==> config.mk <==
export PLATFORM = sky130hd
export DESIGN_NAME = pipe_game_ctrl
export DESIGN_NICKNAME = d
export VERILOG_FILES = /design/src/rtl/pipe_game_ctrl.sv
export SDC_FILE = /design/constraint.sdc
export NUM_CORES = 1
export LEC_CHECK = 0
export CAP_MARGIN = 20
export CORE_MARGIN = 8
export CORE_UTILIZATION = 54
export CTS_CLUSTER_DIAMETER = 150
export DETAILED_ROUTE_END_ITERATION = 6
export GPL_ROUTABILITY_DRIVEN = 0
export PLACE_DENSITY = 0.83
export SLEW_MARGIN = 20
export SYNTH_ARGS = -nofsm -noshare
export SYNTH_HDL_FRONTEND = slang
export SYNTH_SLANG_ARGS = --single-unit
==> constraint.sdc <==
create_clock -name clk -period 6.9 [get_ports clk]
set_input_delay 1.38 -clock clk [delete_from_list [all_inputs] [get_ports clk]]
set_output_delay 1.38 -clock clk [all_outputs]
set_load 0.03 [all_outputs]
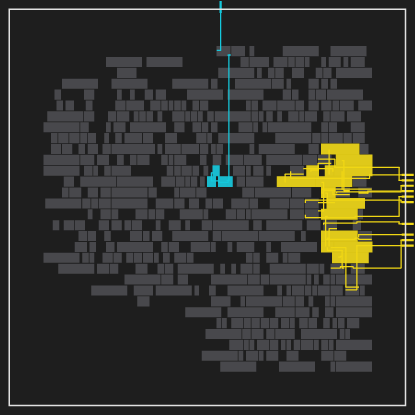
(images/io_fan.png)
(4 px per um)
colour	port	bits	direction	edge	end cells	buffers	wire
cyan	collide	1	input	top	4	1	50.0 um
yellow	pos	10	input	right	14	10	357 um
io pins: 27
I/O Buffers: 26

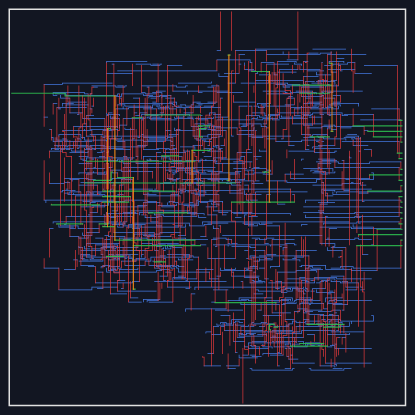
(images/wires.png)
(4 px per um)
colour	layer	wire length
blue	metal 1	3860 um
red	metal 2	3670 um
orange	metal 4	178 um
green	metal 3	412 um
wire per inst: 16.37 um
Vias: 3095
Global Route Usage Sum: 17.62%
drt total wl: 8118 um

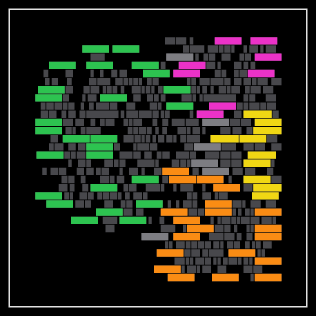
(images/flops_by_reg.png)
(3 px per um)
colour	netlist name	sequential cells
magenta	score	8
orange	div_cnt_q	20
green	hold_q	26
yellow	pos_q	10
not coloured	6
Flop area: 1758 um2
post-layout util: 63.04%

==> impl_metrics.tcl <==
# yosys + openroad results
set metrics [dict create \
    run_status "completed" \
    fin_nets 433 \
    drtAntennaViolNets 0 \
    grt_max_degree 41 \
    xor_share_pct 4.508 \
    clkTransAtPathRegs_ns 0.08 \
    ys_sh_mux_pct 0.5424 \
    n_antenna_cell 0 \
    pg_clk_mw 0.365 \
    rows 30 \
    die_h_um 98.68 \
    worst_clock_skew_ns 0.01124 \
    drv_slew 0 \
    finalSetupTns_ns 0 \
    top_logic_kind "simple AND/OR/NAND/NOR gates" \
    logic_area_um2 1829 \
    slew-limit-headroom_pct 37.63 \
    ff2ff_setup_slack_ns 4.05 \
    grtUsageMet2_pct 25.43 \
    cp-start-kind "input pin" \
    overflow 0 \
    top_cells_by_count "dfrtp_1 (65), nor2_1 (43), o21ai_0 (22)" \
    combPwrFrac_pct 47.8 \
    clock_sinks 70 \
    root_buffer "clkbuf_8" \
    final-clk-cell-share_pct 5.288 \
    edf_count 0 \
    whs_ns 0.4963 \
    cp_max_fo 6 \
    cts_inserted_buffers 9 \
    ys_cells 384 \
    cp_top_family "simple AND/OR/NAND/NOR gates" \
    nClkBuffers 11 \
    crit_required_ns 7.18 \
    hold_viol 0 \
    openroad.warnings 30 \
    clock_latency_ns 0.35 \
    area_growth_pct 14.75 \
    path_buffers 1 \
    final-nonclk-buf-share_pct 6.499 \
    dr.first_iter.drc_count 184 \
    tap_cells 80 \
    critical_path_class "input pin to flip-flop" \
    fmax_mhz 322.0 \
    die_area_um2 9737 \
    n_all_buffers 28 \
    netlist_area_um2 3691 \
]
